### src/rtl/mem_stream_client.sv
// Stream-to-SDRAM client: packs 32-bit input pairs into 64-bit writes, then reads them back as a stream.
// Optional build macro MEM_STREAM_CLIENT_CSUM_EN adds csum_err, a write/read XOR checksum compare.
module mem_stream_client #(
    parameter int ADDR_W  = 13,
    parameter int DEPTH   = 8192,
    parameter int TIMEOUT = 64
) (
    input  logic              clk,
    input  logic              rst,
    input  logic [31:0]       in_data,
    input  logic              in_valid,
    output logic              in_ready,
    output logic [31:0]       out_data,
    output logic              out_valid,
    input  logic              out_ready,
    input  logic              rd_start,
    output logic              rd_done,
    output logic              full,
    output logic              err,
    output logic [ADDR_W:0]   wr_count,
    output logic              mem_go,
    output logic              mem_w_rn,
    output logic [ADDR_W-1:0] mem_address,
    output logic [63:0]       mem_wdata,
    input  logic [63:0]       mem_rdata,
    input  logic              mem_valid
`ifdef MEM_STREAM_CLIENT_CSUM_EN
    ,
    output logic              csum_err
`endif
);

    localparam int TW = $clog2(TIMEOUT + 1);
    localparam logic [ADDR_W:0] DEPTH_C  = (ADDR_W + 1)'(DEPTH);
    localparam logic [TW-1:0]   TMO_LAST = TW'(TIMEOUT - 1);

    typedef enum logic [2:0] {
        IDLE, FILL_LO, ISSUE_W, WAIT_W,
        ISSUE_R, WAIT_R, EMIT_HI, EMIT_LO
    } state_t;

    state_t          state;
    logic [TW-1:0]   tmo;
    logic [ADDR_W:0] rd_addr;
    logic [31:0]     hold_lo;
    logic [ADDR_W:0] rd_next;
    logic [ADDR_W:0] wr_next;

    assign rd_next = rd_addr + (ADDR_W + 1)'(1);
    assign wr_next = wr_count + (ADDR_W + 1)'(1);
    assign full    = (wr_count == DEPTH_C);

    // Transaction sequencer; every output is registered from the next-state decision.
    always_ff @(posedge clk or negedge rst) begin
        if (!rst) begin
            state       <= IDLE;
            in_ready    <= 1'b0;
            out_valid   <= 1'b0;
            out_data    <= '0;
            rd_done     <= 1'b0;
            err         <= 1'b0;
            wr_count    <= '0;
            mem_go      <= 1'b0;
            mem_w_rn    <= 1'b0;
            mem_address <= '0;
            mem_wdata   <= '0;
            rd_addr     <= '0;
            hold_lo     <= '0;
            tmo         <= '0;
        end else begin
            mem_go  <= 1'b0;
            rd_done <= 1'b0;
            unique case (state)
                IDLE: begin
                    in_ready <= !full;
                    if (rd_start) begin
                        if (wr_count == '0) begin
                            rd_done <= 1'b1;
                        end else begin
                            rd_addr     <= '0;
                            mem_go      <= 1'b1;
                            mem_w_rn    <= 1'b0;
                            mem_address <= '0;
                            in_ready    <= 1'b0;
                            state       <= ISSUE_R;
                        end
                    end else if (in_valid && in_ready) begin
                        mem_wdata[63:32] <= in_data;
                        in_ready         <= 1'b1;
                        state            <= FILL_LO;
                    end
                end
                FILL_LO: begin
                    if (in_valid) begin
                        mem_wdata[31:0] <= in_data;
                        in_ready        <= 1'b0;
                        mem_go          <= 1'b1;
                        mem_w_rn        <= 1'b1;
                        mem_address     <= wr_count[ADDR_W-1:0];
                        state           <= ISSUE_W;
                    end
                end
                ISSUE_W: begin
                    tmo   <= TW'(1);
                    state <= WAIT_W;
                end
                WAIT_W: begin
                    if (mem_valid) begin
                        wr_count <= wr_next;
                        in_ready <= (wr_next != DEPTH_C);
                        state    <= IDLE;
                    end else if (tmo == TMO_LAST) begin
                        err      <= 1'b1;
                        in_ready <= !full;
                        state    <= IDLE;
                    end else begin
                        tmo <= tmo + TW'(1);
                    end
                end
                ISSUE_R: begin
                    tmo   <= TW'(1);
                    state <= WAIT_R;
                end
                WAIT_R: begin
                    if (mem_valid) begin
                        hold_lo   <= mem_rdata[31:0];
                        out_data  <= mem_rdata[63:32];
                        out_valid <= 1'b1;
                        state     <= EMIT_HI;
                    end else if (tmo == TMO_LAST) begin
                        err      <= 1'b1;
                        in_ready <= !full;
                        state    <= IDLE;
                    end else begin
                        tmo <= tmo + TW'(1);
                    end
                end
                EMIT_HI: begin
                    if (out_ready) begin
                        out_data <= hold_lo;
                        state    <= EMIT_LO;
                    end
                end
                EMIT_LO: begin
                    if (out_ready) begin
                        rd_addr   <= rd_next;
                        out_valid <= 1'b0;
                        if (rd_next == wr_count) begin
                            rd_done  <= 1'b1;
                            in_ready <= !full;
                            state    <= IDLE;
                        end else begin
                            mem_go      <= 1'b1;
                            mem_w_rn    <= 1'b0;
                            mem_address <= rd_next[ADDR_W-1:0];
                            state       <= ISSUE_R;
                        end
                    end
                end
                default: state <= IDLE;
            endcase
        end
    end

`ifdef MEM_STREAM_CLIENT_CSUM_EN
    logic [63:0] wr_csum;
    logic [63:0] rd_csum;

    // Fold written and read-back words into XOR sums; compare them as rd_done fires.
    always_ff @(posedge clk or negedge rst) begin
        if (!rst) begin
            wr_csum  <= '0;
            rd_csum  <= '0;
            csum_err <= 1'b0;
        end else begin
            if (state == ISSUE_W)
                wr_csum <= wr_csum ^ mem_wdata;
            if (state == IDLE && rd_start) begin
                rd_csum  <= '0;
                csum_err <= (wr_count == '0) ? (wr_csum != '0) : 1'b0;
            end
            if (state == WAIT_R && mem_valid)
                rd_csum <= rd_csum ^ mem_rdata;
            if (state == EMIT_LO && out_ready && rd_next == wr_count)
                csum_err <= (wr_csum != rd_csum);
        end
    end
`endif

endmodule

### config.mk
export PLATFORM = sky130hd
export DESIGN_NAME = mem_stream_client
export DESIGN_NICKNAME = d
export VERILOG_FILES = /design/src/rtl/mem_stream_client.sv
export SDC_FILE = /design/constraint.sdc
export NUM_CORES = 1
export LEC_CHECK = 0
export ABC_AREA = 0
export CORE_ASPECT_RATIO = 0.5
export CORE_MARGIN = 8
export CORE_UTILIZATION = 50
export DETAILED_ROUTE_END_ITERATION = 10
export MAX_ROUTING_LAYER = met4
export PLACE_DENSITY = 0.81
export SETUP_SLACK_MARGIN = 0.1
export SLEW_MARGIN = 20
export SYNTH_ARGS = -nofsm -noshare
export SYNTH_HDL_FRONTEND = slang
export SYNTH_SLANG_ARGS = --single-unit
### constraint.sdc
create_clock -name clk -period 3.66 [get_ports clk]
set_clock_uncertainty 0.05 [all_clocks]
set_input_delay 0.732 -clock clk [delete_from_list [all_inputs] [get_ports clk]]
set_output_delay 0.732 -clock clk [all_outputs]
set_load 0.01 [all_outputs]
==> summary.txt, run 1 <==
Summary of the current implementation state.

- The number of enable-type register cells in the synthesized netlist is 0, for reference.
- The timing report attributes the biggest portion of critical-path delay to simple AND/OR/NAND/NOR gates.
- The initial antenna violation count is 1, for reference.
- The detail route stage leaves a number of antenna-violating nets equal to 0.
- The tally of unique sky130hd cells used after synthesis is 70, for reference.
- Net switching is 34.4% of the power.
- The clock slew at the register clock pins of the worst setup and hold paths is 0.07 ns, for reference.
- The cell-internal power is 5.78 mW, for reference.
- The script extracted a total leakage power of 5.36 nW.
- The compound-gate portion of the synthesized area is 10.0%, for reference.
- The combinational logic power is 3.62 mW, for reference.
- Leaving out fill and tap cells, the most frequent cell in the layout is sky130_fd_sc_hd__clkdlybuf4s50_1.
- The synthesized netlist has a Yosys-reported chip area of 9050 um^2.
- The flow reported a cell area power density of 725 nW/um^2.
- The flow ran to the end, and the final reports show no timing, DRC or antenna violations.
- According to the I/O placement log, the pin count is 232.
- The CTS tree is yes, for reference.
- The floorplan core area is 17500 um^2, for reference.
- The power share of the sequential group is 38.0%, for reference.
- Per STA, the worst path is made up of or4_1 -> nor4_4 -> nand2_1 -> inv_1 -> clkdlybuf4s50_1.
- The maximum count of clock buffers along a single path is 2, for reference.
- The biggest area contributor in the post-synthesis netlist is sky130_fd_sc_hd__dfrtp_1.
- For the pin with the worst max-slew slack, the measured transition is 0.996 ns.
- For reference, the top cells by count after synthesis are 185 x sky130_fd_sc_hd__dfrtp_1, 100 x sky130_fd_sc_hd__mux2_2, 85 x sky130_fd_sc_hd__nand2_1, 72 x sky130_fd_sc_hd__o21ai_0, 36 x sky130_fd_sc_hd__nor2_1.
- After technology mapping, the gate count stands at 812.
- The top cell types in the final layout, fill and taps aside, are 230 x sky130_fd_sc_hd__clkdlybuf4s50_1, 185 x sky130_fd_sc_hd__dfrtp_1, 100 x sky130_fd_sc_hd__mux2_2.
- The post-synthesis share of cell area spent on full adders, half adders and majority gates is 0.968%, for reference.
- The power of the sequential group is 3.35 mW, for reference.
- In this design, the stage delay of the slowest critical-path cell is 0.63 ns.
- Yosys reported a register bit count of 185.
- At the placement stage, the worst setup path has a slack of 0.555 ns.
- For this design, Yosys synthesis ends with a cell count of 812.
- The via density per instance is 5.53, for reference.
- For reference, the most critical setup path is categorized as reg2out.
- The chip width is 206 um, for reference.
- Setup repair after global routing left no endpoint under its margin.
- The type of destination of the critical path is an output pin, for reference.
- The first global-routing pass estimated 41500 um of wire.
- The data arrival time of the worst path is 2.63 ns, for reference.
- The clock tree root buffer cell is sky130_fd_sc_hd__clkbuf_16, for reference.
- Sequential cells were found to cover 51.2% of the synthesized design area.
- The wire-length estimate of the detail-placed layout is 19900 um.
- The buffer-and-inverter tally for the worst setup path is 2, for reference.
- The leading register cell type out of synthesis is sky130_fd_sc_hd__dfrtp_1, for reference.
- The number of CTS-inserted buffers is 17, for reference.
- Counting every net in the synthesized netlist gives 921.
- The warning tally printed by Yosys for this design is 0.
- The final cycle utilization of the critical path is 93.1%, for reference.
- Of the cells placed in the final design, the portion with a size suffix greater than 1 is 17.3%.
- Overall routing resource usage recorded by global route was 23.7%.
run 1: metal layers:
layer / wire length, um / share of wire, %
met5: 0 / 0
met4: 652 / 2.5
met3: 1430 / 5.4
met2: 13400 / 51
met1: 11000 / 41
run 1: repair_timing:
item                                    CTS  global route
setup buffers                             0             0
endpoints found under the setup margin    0             1
gates resized                             0             1
run 1: per-stage QoR:
step	power [mW]	instances	area [um^2]	hold slack (ns)
after floorplan	5.13	812	9050	0.386
after global routing	9.28	1270	12100	0.334
after detailed placement	7.02	1238	11500	0.412
after global placement	6.88	1238	11500	0.411
final	8.80	1270	12100	0.267
after CTS	8.87	1269	12100	0.324
run 1: sequential cells by signal, summed over array words and instances, names as in the netlist:
register	count
rd_addr	14
rd_done	1
in_ready	1
hold_lo	32
err	1
out_valid	1
state	3
mem_address	13
mem_wdata	64
out_data	32
tmo	7
mem_go	1
mem_w_rn	1
wr_count	14
run 1: kinds of logic (layout without fill, tap and decap cells):
group / Yosys count / count (layout)
muxes: 143 / 143
xor gates and xnor gates: 40 / 40
and+or+nand+nor: 218 / 218
adders and majority gates: 7 / 7
AOI/OAI and AO/OA: 147 / 147
DFF: 185 / 185
other: 0 / 1
buffers and inverters: 72 / 295
run 1: cell type report:
class                      instances  area (um^2)
antenna                            1         2.50
clock buffer                      19          443
clock inverter                    12          139
fill                            1308         5390
inverter                          14         52.6
multi-input combinational        555         4110
sequential                       185         4630
tap                              234          293
timing repair buffer             250         2470
run 1: final timing paths:
kind                              from             end  slack [ns]  depth (start not counted)
setup / recovery           wr_count[8]            full        0.25                          5
hold / removal                     rst    out_data[21]        0.27                          1
setup reg to reg            rd_addr[0]  mem_address[7]        0.45                          8
hold reg to reg                    err             err        0.42                          1
max in group asynchronous          rst     out_data[5]        2.34                          2
min in group clk                   err             err        0.42                          1
Figure 1. M1 wires (run 1).
Cells faint in the background.
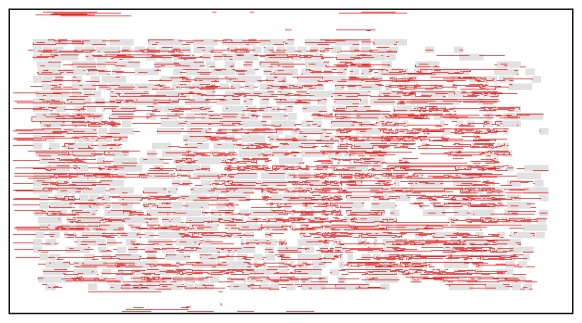
main direction: horizontal
nets with wire on the layer: 1045
wirelength, routed: 26500 um
met1 capacity usage during global routing: 27.9%
overall via count from detail_route: 7019

Figure 2. Signal wires on met2 (run 1).
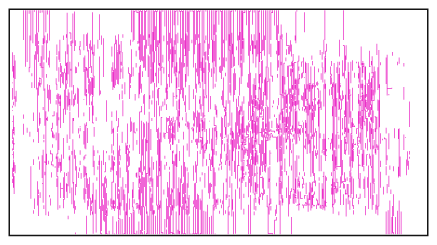
share of all routed wire: 51%
wire length on this layer: 13400 um
longest straight run: 53.9 um
nets with wire on the layer: 991
main direction: vertical
met2 track demand over resource in global routing: 39.4%

Figure 3. Metal 3 (run 1).
Cells faint in the background.
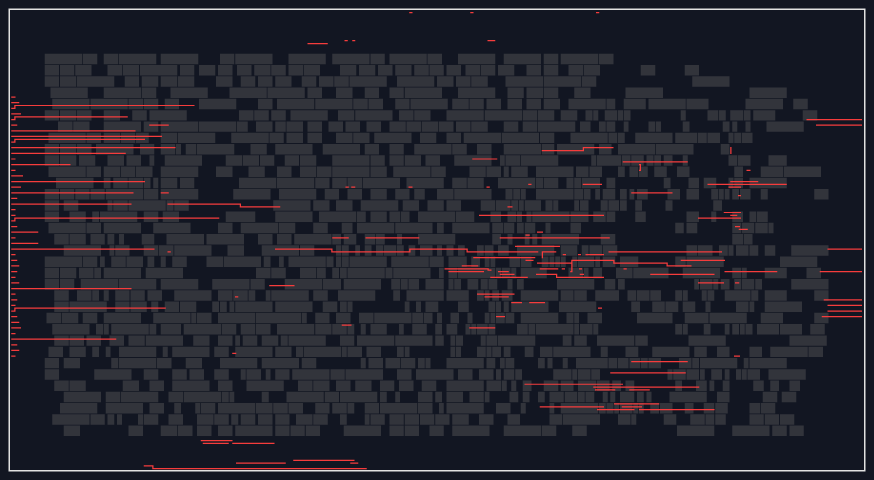
longest straight run: 51.5 um
main direction: horizontal
wire length on this layer: 1430 um
nets with wire on the layer: 118
share of all routed wire: 5.4%
met3 track demand over resource in global routing: 5.69%

Figure 4. M4 wires (run 1).
The bar under the picture is 50 um long. Cells faint in the background.
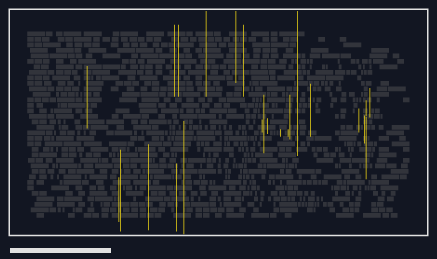
wire length on this layer: 653 um
main direction: vertical
longest straight run: 71.4 um
nets with wire on the layer: 21

==> inputs of run 2 (changes only) <==
--- a/config.mk
+++ b/config.mk
@@ -6,6 +6,7 @@
 export NUM_CORES = 1
 export LEC_CHECK = 0
 export ABC_AREA = 0
+export ABC_CLOCK_PERIOD_IN_PS = 3660
 export CORE_ASPECT_RATIO = 0.5
 export CORE_MARGIN = 8
 export CORE_UTILIZATION = 50
Figure 5. Signal wires on met2 (run 2).
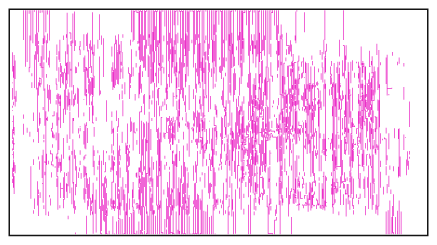
share of all routed wire: 51%
nets with wire on the layer: 991
wire length on this layer: 13400 um

Figure 6. M1 wires (run 2).
Cells faint in the background.
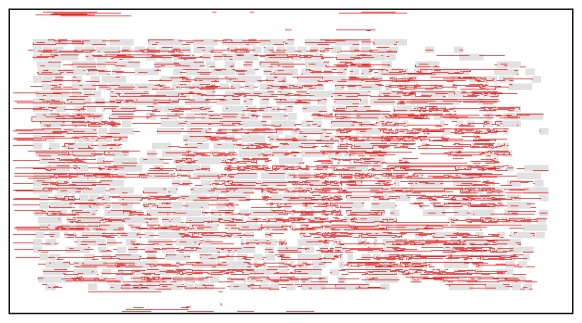
wire length on this layer: 11000 um
nets with wire on the layer: 1045
main direction: horizontal

==> summary.txt, run 2 <==
Summary of the current implementation state.

- The run finished with clean final reports.
- The footprint of the flip-flops and latches is 4630 um^2 (unchanged), for reference.
- The biggest cell delay along the critical path is 0.63 ns (about the same).
- The number of warning messages in the yosys log came to 0 (unchanged).
- The combinational gate area came to 4110 um^2 (unchanged).
- The final standard cell area without fillers is 12100 um^2 (unchanged), for reference.
- The number of I/O pins was 232 (unchanged).
- The register name with the most flops is mem_wdata, for reference.
- The top cell type in the final layout, fill and taps aside, is sky130_fd_sc_hd__clkdlybuf4s50_1.
- The maximum count of clock buffers along a single path is 2 (unchanged).
- The commonest register cell is sky130_fd_sc_hd__dfrtp_1.
- The number of instances in the synthesized netlist is 812 (unchanged).
- The floorplan core area is 17500 um^2 (unchanged), for reference.
- The final cycle utilization of the critical path is 93.1% (unchanged), for reference.
- The flip-flop count of the largest register, all copies and words added is 64 (unchanged), for reference.
- The number of storage elements in the synthesis netlist came to 185 (unchanged).
- The final routed wirelength across all metal layers was 26500 um (unchanged).
- The tally of unique sky130hd cells used after synthesis came to 70 (unchanged).
- The total number of cells along the worst setup path is 5 (unchanged), for reference.
- The fraction of layout cells with a size suffix above 1 is 17.3% (unchanged), for reference.
- The remaining number of nets flagged by the antenna check after routing is 0 (unchanged).
- The count of instantiated cells in the yosys netlist is 812 (unchanged), for reference.
- The number of CTS-inserted buffers is 17 (unchanged), for reference.
- The final standard cell count with taps included and fillers excluded was 1270 (unchanged).
- The cell depth of the worst flop-to-flop path is 8 (unchanged).
- The total placed cells including tap cells came to 1238 (unchanged).
- The buffer-and-inverter tally for the worst setup path is 2 (unchanged).
- The data arrival time of the worst path is 2.63 ns (about the same), for reference.
- For reference, the critical path cell chain is or4_1 -> nor4_4 -> nand2_1 -> inv_1 -> clkdlybuf4s50_1.
- The post-synth area from yosys stat is 9050 um^2 (unchanged).
- In the synthesized netlist, the cells that appear most often are 185 x sky130_fd_sc_hd__dfrtp_1, 100 x sky130_fd_sc_hd__mux2_2, 85 x sky130_fd_sc_hd__nand2_1, 72 x sky130_fd_sc_hd__o21ai_0, 36 x sky130_fd_sc_hd__nor2_1.
- The power per unit of standard cell area is 725 nW/um^2 (unchanged).
- The leakage power is 5.36 nW (unchanged), for reference.
- The chip width is 206 um (unchanged), for reference.
- The via density per instance came to 5.53 (unchanged).
- The worst setup path is of the reg2out kind.
- The biggest area contributor in the post-synthesis netlist is sky130_fd_sc_hd__dfrtp_1.
- The share of synthesized area occupied by flip-flops and latches came to 51.2% (unchanged).
- Setup repair after global routing left no endpoint under its margin.
- Broken down by cell family, the worst path's largest delay share belongs to simple AND/OR/NAND/NOR gates.
Figure 7. Routing congestion (run 2).
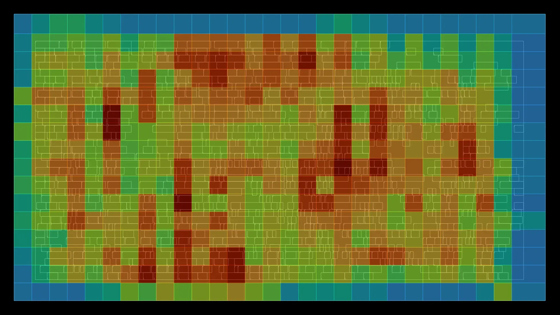
total routing resource utilization after global routing: 23.7%
peak-usage layer in the global routing report: met2
final core area utilization: 69.2%
mean routed wirelength per cell: 20.8 um

-- run 2: through the flow --
step / power, mW / util (%)
after floorplan: 5.13 / -
after global placement: 6.88 / 65.8
after detailed placement: 7.02 / 65.8
after CTS: 8.87 / 69.1
after global routing: 9.28 / 69.2
final: 8.80 / 69.2
-- run 2: final cells by class --
class                      instances  area share (%)
antenna                            1          0.0206
inverter                          14           0.433
multi-input combinational        555            33.9
clock inverter                    12            1.14
sequential                       185            38.1
timing repair buffer             250            20.3
clock buffer                      19            3.65
tap                              234            2.41
-- run 2: cell families (layout without fill, tap and decap cells) --
kind of cell             count (synthesis)  in the layout  share of synthesized area [%]
other                                    0              1                              0
buffers and inverters                   72            295                           3.64
adder cells (fa/ha/maj)                  7              7                          0.968
XOR/XNOR                                40             40                           4.29
AND/OR/NAND/NOR                        218            218                           12.2
AND-OR/OR-AND                          147            147                           10.0
multiplexers                           143            143                           17.7
flip-flops                             185            185                           51.2
-- run 2: power breakdown --
group | leakage, nW | internal, mW | switching (mW)
Clock | 0.282 | 0.979 | 0.854
Combinational | 2.75 | 1.97 | 1.65
Sequential | 2.33 | 2.83 | 0.523
-- run 2: final timing paths --
kind	start	endpoint	slack (ns)
setup / recovery	wr_count[8]	full	0.25
hold / removal	rst	out_data[21]	0.27
setup reg to reg	rd_addr[0]	mem_address[7]	0.45
hold reg to reg	err	err	0.42
max in group asynchronous	rst	out_data[5]	2.34
min in group clk	err	err	0.42
-- run 2: layer usage --
layer	vias to the layer above	GRT usage [%]	routed length, um
li1	3294	-	-
met1	3464	27.9	11000
met2	210	39.4	13400
met3	51	5.69	1430
met4	0	7.67	652
met5	-	-	0
-- run 2: timing repair --
item,4_1_cts,5_1_grt
setup endpoints to repair,0,1
buffers inserted,0,0
gates resized,0,1
No activity file was given, so power comes from the tool's default toggle rates.
